## config.mk

```make
export PLATFORM = sky130hd
export DESIGN_NAME = tff_counter_scheduler
export DESIGN_NICKNAME = d
export VERILOG_FILES = /design/src/rtl/tff_counter_scheduler.sv
export SDC_FILE = /design/constraint.sdc
export NUM_CORES = 1
export LEC_CHECK = 0
export CAP_MARGIN = 5
export CORE_ASPECT_RATIO = 0.5
export CORE_MARGIN = 3
export CORE_UTILIZATION = 48
export CTS_CLUSTER_SIZE = 10
export DETAILED_ROUTE_END_ITERATION = 10
export GPL_TIMING_DRIVEN = 0
export PLACE_DENSITY = 0.86
export SYNTH_ARGS = -nofsm -noshare
export SYNTH_HDL_FRONTEND = slang
export SYNTH_SLANG_ARGS = --single-unit
```

## constraint.sdc

```tcl
create_clock -name clk -period 3.5 [get_ports clk]
set_clock_uncertainty 0.2 [all_clocks]
set_input_delay 0.525 -clock clk [delete_from_list [all_inputs] [get_ports clk]]
set_output_delay 0.525 -clock clk [all_outputs]
set_load 0.1 [all_outputs]
```

## src/rtl/tff_counter_scheduler.sv

```systemverilog
// -----------------------------------------------------------------------------
// tff_counter_scheduler
//   Time-shares one CW-bit synchronous up counter among NREQ requesters.
//   A round-robin arbiter grants the counter to one requester, which then
//   owns it for len+1 cycles (count 0..tc). Completion is signalled by a
//   one-cycle done pulse to the owner; dropping req while owning aborts the
//   interval without a done pulse.
//
// Ports
//   clk    in   1        clock, all logic on posedge
//   rst    in   1        synchronous active-high reset
//   req    in   NREQ     level request per requester
//   len    in   NREQ*CW  terminal count per requester, slice i = len[i*CW +: CW]
//   gnt    out  NREQ     one-hot grant, registered
//   done   out  NREQ     one-cycle completion pulse to owner, registered
//   busy   out  1        high while the counter is running
//   cnt    out  CW       current counter value
//   owner  out  OW       index of current or last owner
// -----------------------------------------------------------------------------
module tff_counter_scheduler #(
    parameter int NREQ = 4,
    parameter int CW   = 4
) (
    input  logic                      clk,
    input  logic                      rst,
    input  logic [NREQ-1:0]           req,
    input  logic [NREQ*CW-1:0]        len,
    output logic [NREQ-1:0]           gnt,
    output logic [NREQ-1:0]           done,
    output logic                      busy,
    output logic [CW-1:0]             cnt,
    output logic [$clog2(NREQ)-1:0]   owner
);

    localparam int OW = $clog2(NREQ);
    localparam logic [OW-1:0]   LAST_IDX = OW'(NREQ - 1);
    localparam logic [OW-1:0]   ONE_IDX  = OW'(1);
    localparam logic [NREQ-1:0] ONE_REQ  = NREQ'(1);

    typedef enum logic [1:0] {
        ST_IDLE = 2'd0,
        ST_RUN  = 2'd1,
        ST_DONE = 2'd2
    } state_t;

    state_t            state_r, state_s;
    logic [NREQ-1:0]   gnt_r, gnt_s;
    logic [NREQ-1:0]   done_r, done_s;
    logic              busy_r, busy_s;
    logic [CW-1:0]     cnt_r, cnt_s;
    logic [OW-1:0]     owner_r, owner_s;
    logic [OW-1:0]     ptr_r, ptr_s;
    logic [CW-1:0]     tc_r, tc_s;
    logic [OW-1:0]     winner_s;

    // Index increment modulo NREQ (NREQ need not be a power of two).
    function automatic logic [OW-1:0] wrap_inc(input logic [OW-1:0] idx);
        if (idx == LAST_IDX) begin
            return '0;
        end else begin
            return idx + ONE_IDX;
        end
    endfunction

    // First set request scanning from p upward, wrapping modulo NREQ.
    function automatic logic [OW-1:0] rr_pick(input logic [NREQ-1:0] r,
                                              input logic [OW-1:0]   p);
        logic [OW-1:0] idx;
        logic [OW-1:0] pick;
        logic          found;
        idx   = p;
        pick  = p;
        found = 1'b0;
        for (int i = 0; i < NREQ; i++) begin
            if (!found && r[idx]) begin
                pick  = idx;
                found = 1'b1;
            end else begin
                found = found;
            end
            idx = wrap_inc(idx);
        end
        return pick;
    endfunction

    // T flip-flop increment: bit i toggles when every lower bit is 1.
    function automatic logic [CW-1:0] tff_inc(input logic [CW-1:0] q);
        logic [CW-1:0] t;
        logic          all_ones;
        all_ones = 1'b1;
        for (int i = 0; i < CW; i++) begin
            t[i]     = all_ones;
            all_ones = all_ones & q[i];
        end
        return q ^ t;
    endfunction

    assign gnt   = gnt_r;
    assign done  = done_r;
    assign busy  = busy_r;
    assign cnt   = cnt_r;
    assign owner = owner_r;

    // Next-state and next-output logic for the IDLE/RUN/DONE sequencer.
    always_comb begin
        state_s  = state_r;
        gnt_s    = gnt_r;
        done_s   = '0;
        busy_s   = busy_r;
        cnt_s    = cnt_r;
        owner_s  = owner_r;
        ptr_s    = ptr_r;
        tc_s     = tc_r;
        winner_s = rr_pick(req, ptr_r);

        case (state_r)
            ST_IDLE: begin
                if (req != '0) begin
                    gnt_s   = ONE_REQ << winner_s;
                    owner_s = winner_s;
                    tc_s    = len[int'(winner_s)*CW +: CW];
                    cnt_s   = '0;
                    busy_s  = 1'b1;
                    state_s = ST_RUN;
                end else begin
                    state_s = ST_IDLE;
                end
            end
            ST_RUN: begin
                // Abort outranks terminal count: a dropped request never
                // receives done, even on its final cycle.
                if (!req[owner_r]) begin
                    gnt_s   = '0;
                    busy_s  = 1'b0;
                    cnt_s   = '0;
                    ptr_s   = wrap_inc(owner_r);
                    state_s = ST_IDLE;
                end else if (cnt_r == tc_r) begin
                    gnt_s   = '0;
                    busy_s  = 1'b0;
                    done_s  = ONE_REQ << owner_r;
                    state_s = ST_DONE;
                end else begin
                    cnt_s   = tff_inc(cnt_r);
                end
            end
            ST_DONE: begin
                cnt_s   = '0;
                ptr_s   = wrap_inc(owner_r);
                state_s = ST_IDLE;
            end
            default: begin
                gnt_s   = '0;
                busy_s  = 1'b0;
                cnt_s   = '0;
                state_s = ST_IDLE;
            end
        endcase
    end

    // State and output registers with synchronous reset.
    always_ff @(posedge clk) begin
        if (rst) begin
            state_r <= ST_IDLE;
            gnt_r   <= '0;
            done_r  <= '0;
            busy_r  <= 1'b0;
            cnt_r   <= '0;
            owner_r <= '0;
            ptr_r   <= '0;
            tc_r    <= '0;
        end else begin
            state_r <= state_s;
            gnt_r   <= gnt_s;
            done_r  <= done_s;
            busy_r  <= busy_s;
            cnt_r   <= cnt_s;
            owner_r <= owner_s;
            ptr_r   <= ptr_s;
            tc_r    <= tc_s;
        end
    end

endmodule

```

Fig. 1: cell outlines without signal wires
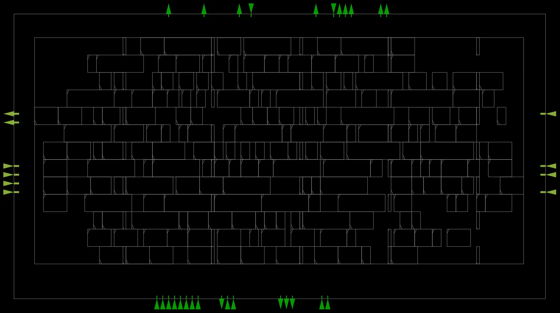
count of filler cells inserted in the layout: 220
tally of non-filler cells in the final layout: 237
final cell utilization of the core: 68.67%

Fig. 2: routed metal, one colour a layer
Scale bar: 20 µm.
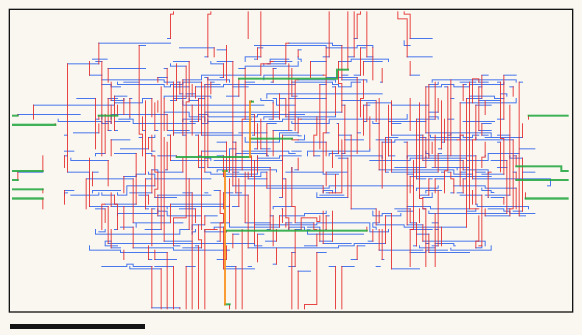
layer	colour	wire length
metal 1	blue	1550 µm
metal 2	red	1520 µm
metal 3	green	108 µm
metal 4	orange	27.9 µm
GRT Util Overall: 17.62%
WL/cell: 13.51 µm
routed vias: 1337

Fig. 3: pin placement
Scale bar: 20 µm. Pins as bars across the die edge, other pins in grey.
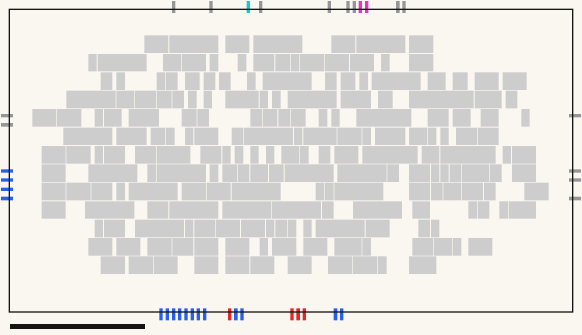
port	colour	pins	direction	edge
owner	magenta	2	output	north
len	blue	16	input	12 south, 4 west
gnt	red	4	output	south
busy	cyan	1	output	north
all pins by edge	16 south, 11 north, 6 west, 4 east

Fig. 4: cells by drive strength
Scale bar: 20 µm.
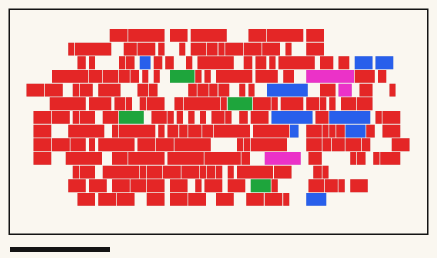
size	colour	cells	share
_6 and larger	green	4	2.0%
_3 and _4 cells	magenta	3	1.5%
_2 cells	blue	9	4.5%
_0 and _1 cells	red	184	92%
Layout Area Growth over Synthesis: 30.34%
non-clock buffer instance count of the final layout: 43

==> metrics.sh <==
STATUS='completed'
NETSWITCHINGPOWER_mW=0.7189
DRT.ANTENNA.VIOLATING_NETS=0
POWERCOMB_mW=0.920
POST-PLACE-CELLS=233
SYNTH.CELLMIX.ADDERSHARE_PCT=3.518
CTS_HOLD_BUF=0
YOSYS.AREA.TOP_TYPE_SHARE_PCT=32.37
WORST-SLEW-PIN-TRANSITION_NS=1.001
NETLIST_INSTANCES=162
DIEWIDTH_UM=82.99
POWER.CLOCK.FRACTION_PCT=11.1
DIE_H_UM=44.50
FINALHOLDVIOLATIONS=0
FINAL.SETUP.TNS_NS=0
DP_HPWL_MM=2.452
GLOBALROUTE.BUSIESTLAYER='met2'
POWER_LEAKAGE_nW=0.7308
WORSTPATHREQUIRED_NS=3.44
YS_TOP_CELLS_BY_COUNT='23 x sky130_fd_sc_hd__dfxtp_1, 19 x sky130_fd_sc_hd__nor2_1, 18 x sky130_fd_sc_hd__nand2_1'
INITCOREUTIL_PCT=52.69
MAXIMUM_NUMBER_OF_PINS_ON_ONE_NET_BEFORE_GLOBAL_ROUTE_REPAIR=13
ANTENNA-DIODE-COUNT=0
FLOP_PWR_SHARE_PCT=26.0
TRITONCTS.NUM_BUFFERS=3
INSERTION_DELAY_AT_THE_LATE_PIN_OF_THE_WORST_SKEW_PAIR_NS=0.26
MET1_USAGE_PCT=22.92
[area by class of cell]
cell class                      instances  area, µm²
Buffer                                  9      46.29
Clock buffer                            4      45.04
Fill cell                             220      845.8
Inverter                                5      18.77
Multi-Input combinational cell        125      897.1
Sequential cell                        23      460.4
Tap cell                               37      46.29
Timing Repair Buffer                   34      340.3
[path summary, 6_finish.rpt]
path              startpoint  endpoint  slack, ns  cells after the start
setup reg to reg    ptr_r[1]   tc_r[1]       0.35                      8
hold reg to reg       gnt[0]    gnt[0]       0.27                      2
hold / removal        gnt[0]    gnt[0]       0.27                      2
setup / recovery    ptr_r[1]   tc_r[1]       0.35                      8
[sequential cells by signal, indices dropped and copies added, names as in the netlist]
signal	cells
gnt	4
ptr_r	2
state_r	2
done	4
busy	1
tc_r	4
cnt	4
owner	2
